==> src/rtl/mc_pkg.sv <==
// Shared constants for the multi-cycle MIPS main controller and ALU control.
// Holds state encodings, opcode/funct values, ALUOp classes and mux codes.
package mc_pkg;

    // Register index written by JAL; exported for the datapath.
    localparam logic [4:0] LINK_REG = 5'd31;

    typedef enum logic [3:0] {
        S_IF      = 4'd0,
        S_ID      = 4'd1,
        S_MEM_ADR = 4'd2,
        S_MEM_RD  = 4'd3,
        S_WB_MEM  = 4'd4,
        S_MEM_WR  = 4'd5,
        S_EX_R    = 4'd6,
        S_WB_R    = 4'd7,
        S_EX_I    = 4'd8,
        S_WB_I    = 4'd9,
        S_EX_BR   = 4'd10,
        S_EX_J    = 4'd11,
        S_EX_JAL  = 4'd12
    } state_t;

    localparam logic [5:0] OP_RTYPE = 6'h00;
    localparam logic [5:0] OP_J     = 6'h02;
    localparam logic [5:0] OP_JAL   = 6'h03;
    localparam logic [5:0] OP_BEQ   = 6'h04;
    localparam logic [5:0] OP_BNE   = 6'h05;
    localparam logic [5:0] OP_ADDIU = 6'h09;
    localparam logic [5:0] OP_SLTI  = 6'h0A;
    localparam logic [5:0] OP_SLTIU = 6'h0B;
    localparam logic [5:0] OP_LUI   = 6'h0F;
    localparam logic [5:0] OP_LW    = 6'h23;
    localparam logic [5:0] OP_SW    = 6'h2B;

    localparam logic [5:0] FN_SLL  = 6'h00;
    localparam logic [5:0] FN_JR   = 6'h08;
    localparam logic [5:0] FN_ADDU = 6'h21;
    localparam logic [5:0] FN_OR   = 6'h25;
    localparam logic [5:0] FN_SLT  = 6'h2A;

    localparam logic [1:0] ALUOP_ADD = 2'b00;
    localparam logic [1:0] ALUOP_SUB = 2'b01;
    localparam logic [1:0] ALUOP_R   = 2'b10;
    localparam logic [1:0] ALUOP_I   = 2'b11;

    localparam logic [1:0] DST_RT   = 2'b00;
    localparam logic [1:0] DST_RD   = 2'b01;
    localparam logic [1:0] DST_LINK = 2'b10;

    localparam logic [1:0] M2R_ALU = 2'b00;
    localparam logic [1:0] M2R_MDR = 2'b01;
    localparam logic [1:0] M2R_PC  = 2'b10;

    localparam logic [1:0] SRCA_PC    = 2'b00;
    localparam logic [1:0] SRCA_A     = 2'b01;
    localparam logic [1:0] SRCA_SHAMT = 2'b10;

    localparam logic [1:0] SRCB_B     = 2'b00;
    localparam logic [1:0] SRCB_4     = 2'b01;
    localparam logic [1:0] SRCB_IMM   = 2'b10;
    localparam logic [1:0] SRCB_IMMSH = 2'b11;

    localparam logic [1:0] PCS_ALU  = 2'b00;
    localparam logic [1:0] PCS_OUT  = 2'b01;
    localparam logic [1:0] PCS_JUMP = 2'b10;
    localparam logic [1:0] PCS_RS   = 2'b11;

endpackage

==> src/rtl/mc_main_ctrl.sv <==
// Main control FSM of the multi-cycle MIPS core: sequences IF/ID/EX/MEM/WB,
// drives all datapath enables and mux selects, owns the shared memory port.
// Ports: clk, rst (async, high); op, func, zero, mem_ready in; pc_en, iord,
// mem_read, mem_write, ir_write, reg_write, reg_dst, mem_to_reg, alu_src_a,
// alu_src_b, alu_op, alu_func, pc_source, illegal_op out.
// Optional MC_MAIN_CTRL_PERF_EN adds cycle_cnt and inst_cnt (32-bit) outputs.
module mc_main_ctrl
    import mc_pkg::*;
#(
    parameter logic [3:0] RESET_STATE = 4'd0
) (
    input  logic       clk,
    input  logic       rst,
    input  logic [5:0] op,
    input  logic [5:0] func,
    input  logic       zero,
    input  logic       mem_ready,
    output logic       pc_en,
    output logic       iord,
    output logic       mem_read,
    output logic       mem_write,
    output logic       ir_write,
    output logic       reg_write,
    output logic [1:0] reg_dst,
    output logic [1:0] mem_to_reg,
    output logic [1:0] alu_src_a,
    output logic [1:0] alu_src_b,
    output logic [1:0] alu_op,
    output logic [5:0] alu_func,
`ifdef MC_MAIN_CTRL_PERF_EN
    output logic [31:0] cycle_cnt,
    output logic [31:0] inst_cnt,
`endif
    output logic [1:0] pc_source,
    output logic       illegal_op
);

    state_t state, next;

    always_ff @(posedge clk or posedge rst) begin
        if (rst) state <= state_t'(RESET_STATE);
        else     state <= next;
    end

    always_comb begin
        next       = state;
        pc_en      = 1'b0;
        iord       = 1'b0;
        mem_read   = 1'b0;
        mem_write  = 1'b0;
        ir_write   = 1'b0;
        reg_write  = 1'b0;
        reg_dst    = DST_RT;
        mem_to_reg = M2R_ALU;
        alu_src_a  = SRCA_PC;
        alu_src_b  = SRCB_B;
        alu_op     = ALUOP_ADD;
        pc_source  = PCS_ALU;
        illegal_op = 1'b0;
        case (state)
            S_IF: begin
                mem_read  = 1'b1;
                alu_src_b = SRCB_4;
                if (mem_ready) begin
                    ir_write = 1'b1;
                    pc_en    = 1'b1;
                    next     = S_ID;
                end
            end
            S_ID: begin
                // Speculatively form the branch target into ALUOut.
                alu_src_b = SRCB_IMMSH;
                case (op)
                    OP_LW, OP_SW:   next = S_MEM_ADR;
                    OP_RTYPE:       next = S_EX_R;
                    OP_BEQ, OP_BNE: next = S_EX_BR;
                    OP_J:           next = S_EX_J;
                    OP_JAL:         next = S_EX_JAL;
                    OP_ADDIU, OP_SLTI,
                    OP_SLTIU, OP_LUI: next = S_EX_I;
                    default: begin
                        illegal_op = 1'b1;
                        next       = S_IF;
                    end
                endcase
            end
            S_MEM_ADR: begin
                alu_src_a = SRCA_A;
                alu_src_b = SRCB_IMM;
                next = (op == OP_LW) ? S_MEM_RD : S_MEM_WR;
            end
            S_MEM_RD: begin
                mem_read = 1'b1;
                iord     = 1'b1;
                if (mem_ready) next = S_WB_MEM;
            end
            S_WB_MEM: begin
                reg_write  = 1'b1;
                mem_to_reg = M2R_MDR;
                next       = S_IF;
            end
            S_MEM_WR: begin
                mem_write = 1'b1;
                iord      = 1'b1;
                if (mem_ready) next = S_IF;
            end
            S_EX_R: begin
                alu_op    = ALUOP_R;
                alu_src_a = (func == FN_SLL) ? SRCA_SHAMT : SRCA_A;
                case (func)
                    FN_JR: begin
                        pc_en     = 1'b1;
                        pc_source = PCS_RS;
                        next      = S_IF;
                    end
                    FN_SLL, FN_ADDU, FN_OR, FN_SLT: next = S_WB_R;
                    default: begin
                        illegal_op = 1'b1;
                        next       = S_IF;
                    end
                endcase
            end
            S_WB_R: begin
                reg_write = 1'b1;
                reg_dst   = DST_RD;
                next      = S_IF;
            end
            S_EX_I: begin
                alu_op    = ALUOP_I;
                alu_src_a = SRCA_A;
                alu_src_b = SRCB_IMM;
                next      = S_WB_I;
            end
            S_WB_I: begin
                reg_write = 1'b1;
                next      = S_IF;
            end
            S_EX_BR: begin
                alu_op    = ALUOP_SUB;
                alu_src_a = SRCA_A;
                pc_source = PCS_OUT;
                pc_en     = (op == OP_BNE) ? !zero : zero;
                next      = S_IF;
            end
            S_EX_J: begin
                pc_en     = 1'b1;
                pc_source = PCS_JUMP;
                next      = S_IF;
            end
            S_EX_JAL: begin
                // PC still holds PC+4 here, so it is the link value.
                pc_en      = 1'b1;
                pc_source  = PCS_JUMP;
                reg_write  = 1'b1;
                reg_dst    = DST_LINK;
                mem_to_reg = M2R_PC;
                next       = S_IF;
            end
            default: next = S_IF;
        endcase
    end

    always_comb begin
        case (alu_op)
            ALUOP_R: alu_func = func;
            ALUOP_I: alu_func = op;
            default: alu_func = 6'd0;
        endcase
    end

`ifdef MC_MAIN_CTRL_PERF_EN
    // An instruction retires on any return to IF except an illegal abort.
    logic retire;
    assign retire = (state != S_IF) && (next == S_IF) && !illegal_op;

    always_ff @(posedge clk or posedge rst) begin
        if (rst) begin
            cycle_cnt <= 32'd0;
            inst_cnt  <= 32'd0;
        end else begin
            cycle_cnt <= cycle_cnt + 32'd1;
            if (retire) inst_cnt <= inst_cnt + 32'd1;
        end
    end
`endif

endmodule
==> config.mk <==
export PLATFORM = sky130hd
export DESIGN_NAME = mc_main_ctrl
export DESIGN_NICKNAME = d
export VERILOG_FILES = /design/src/rtl/mc_pkg.sv /design/src/rtl/mc_main_ctrl.sv
export SDC_FILE = /design/constraint.sdc
export NUM_CORES = 1
export LEC_CHECK = 0
export CAP_MARGIN = 20
export CELL_PAD_IN_SITES_DETAIL_PLACEMENT = 0
export CELL_PAD_IN_SITES_GLOBAL_PLACEMENT = 1
export CORE_MARGIN = 2
export CORE_UTILIZATION = 25
export CTS_BUF_LIST = sky130_fd_sc_hd__clkbuf_4
export DETAILED_ROUTE_END_ITERATION = 8
export PLACE_DENSITY = 0.88
export SLEW_MARGIN = 20
export SYNTH_ARGS = -nofsm -noshare
export SYNTH_HDL_FRONTEND = slang
export SYNTH_SLANG_ARGS = --single-unit
==> constraint.sdc <==
create_clock -name clk -period 1.5 [get_ports clk]
set_input_delay 0.225 -clock clk [delete_from_list [all_inputs] [get_ports clk]]
set_output_delay 0.225 -clock clk [all_outputs]
set_load 0.005 [all_outputs]
==> run notes <==
impl run done, here's what came out: first-pass GRT wire length=approximately 6.1 mm, layout cells sized above 1=0.719, outcome=finished with violations, CTS tree=done, max cap viols=0, Gate Area=932 um^2, CLK BUF=3, crit share post-route=1.25, yosys warns=0, CP Max Fanout=6, Synthesized registers=4, Adder Area Share=0.0122, failing checks=negative setup slack, Antenna Nets Post-Route=0, I/O pin count=41, Final Slew Violations=0, cell count after placement=246, initial antenna violation count=0, Peak Freq=0.532 GHz, Routed WL per cell=17.9 um, synth cell count leaders=21 x nor2_1, 7 x inv_1, 7 x nor3_1, 6 x a22oi_1, most frequent cell after synthesis=nor2_1, Worst Setup End Kind=output port, distinct lib cells=43, tool warning count=28, WP data arrival=1.65 ns, gate count after technology mapping=122, fin crit period=approximately 1.9 ns, max reg flops=4, CTS Buf Count=3, Chip Area=0.00375 mm^2, Port Buf Inserts=40, post-route cell area=0.00212 mm^2, Sequential Area=103 um^2, fp_density=0.266, dpl ws=-0.978 ns, Worst-Margin Slew=0.376 ns, largest register by flop count=state, Fin. Hold Viols=0, asr flop ratio synth=1.00, Worst Setup Slack, final=-0.380 ns, kind of critical path=reg -> out, pwr/cell area=1700 mW/mm^2, synth top area cells=dfrtp_1 12%, nor2_1 9.6%, a22oi_1 5.5%, clk_skew=0.0174 ns, setup violators final=26, total grt overflow=0, total power=3.62 mW, slowest CP cell=dfrtp_1, Top cells excl fill/tap=51 x buf_4, 25 x buf_6, 19 x buf_2, 13 x nor2_1
## final timing paths
kind / startpoint / end / slack [ns] / depth (start not counted)
setup / recovery: state[1] / pc_en / -0.38 / 6
hold / removal: rst / state[3] / 0.17 / 2
setup reg to reg: state[0] / state[1] / -0.25 / 6
hold reg to reg: state[2] / state[3] / 0.83 / 4
max in group asynchronous: rst / state[0] / 1.14 / 2
min in group clk: op[4] / state[3] / 0.64 / 5
## layer usage
metal | GRT usage | vias to the layer above | part of all wire
li1 | - | 669 | -
met1 | 0.260 | 727 | 0.38
met2 | 0.397 | 69 | 0.54
met3 | 0.0273 | 11 | 0.049
met4 | 0.0745 | 0 | 0.033
met5 | 0 | - | 0
## power breakdown
part	switching [mW]	internal [mW]	leakage, nW
clock network	0.0530	0.0901	0.0138
logic	1.42	1.82	0.915
registers	0.0759	0.162	0.0501
Figure 1. Signal wires on met1.
Scale bar: 20 um.
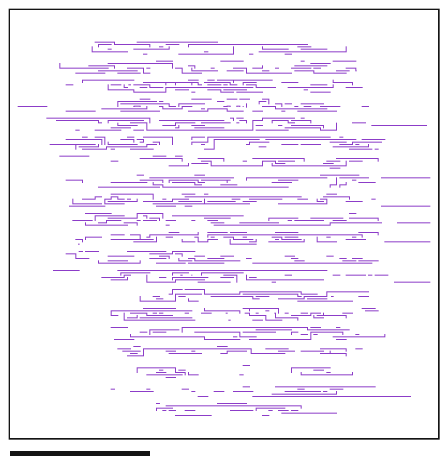
longest straight run: 29.9 um
nets with wire on the layer: 217
met1 usage: 0.260
Total Routed Length: 4.88 mm
via count of the routed design: 1476

Figure 2. Metal 2.
Scale bar: 20 um.
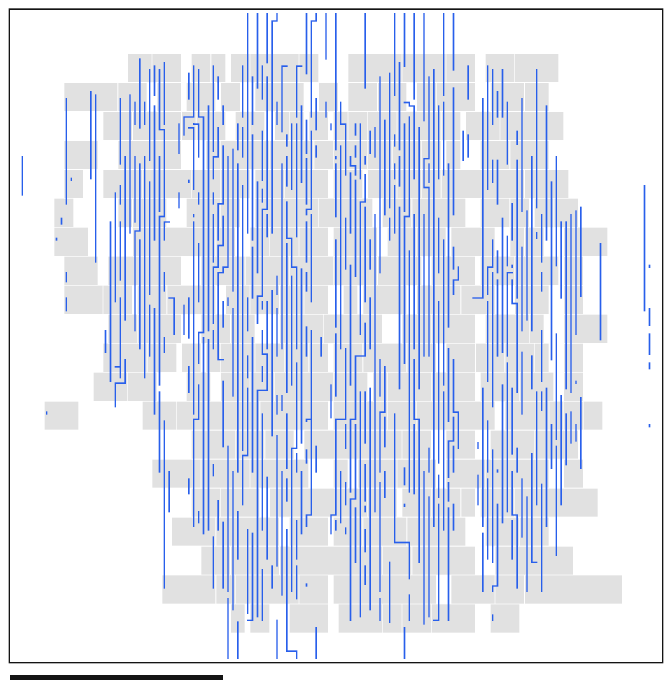
share of all routed wire: 54%
longest straight run: 42.8 um

No activity file was given, so power comes from the tool's default toggle rates.
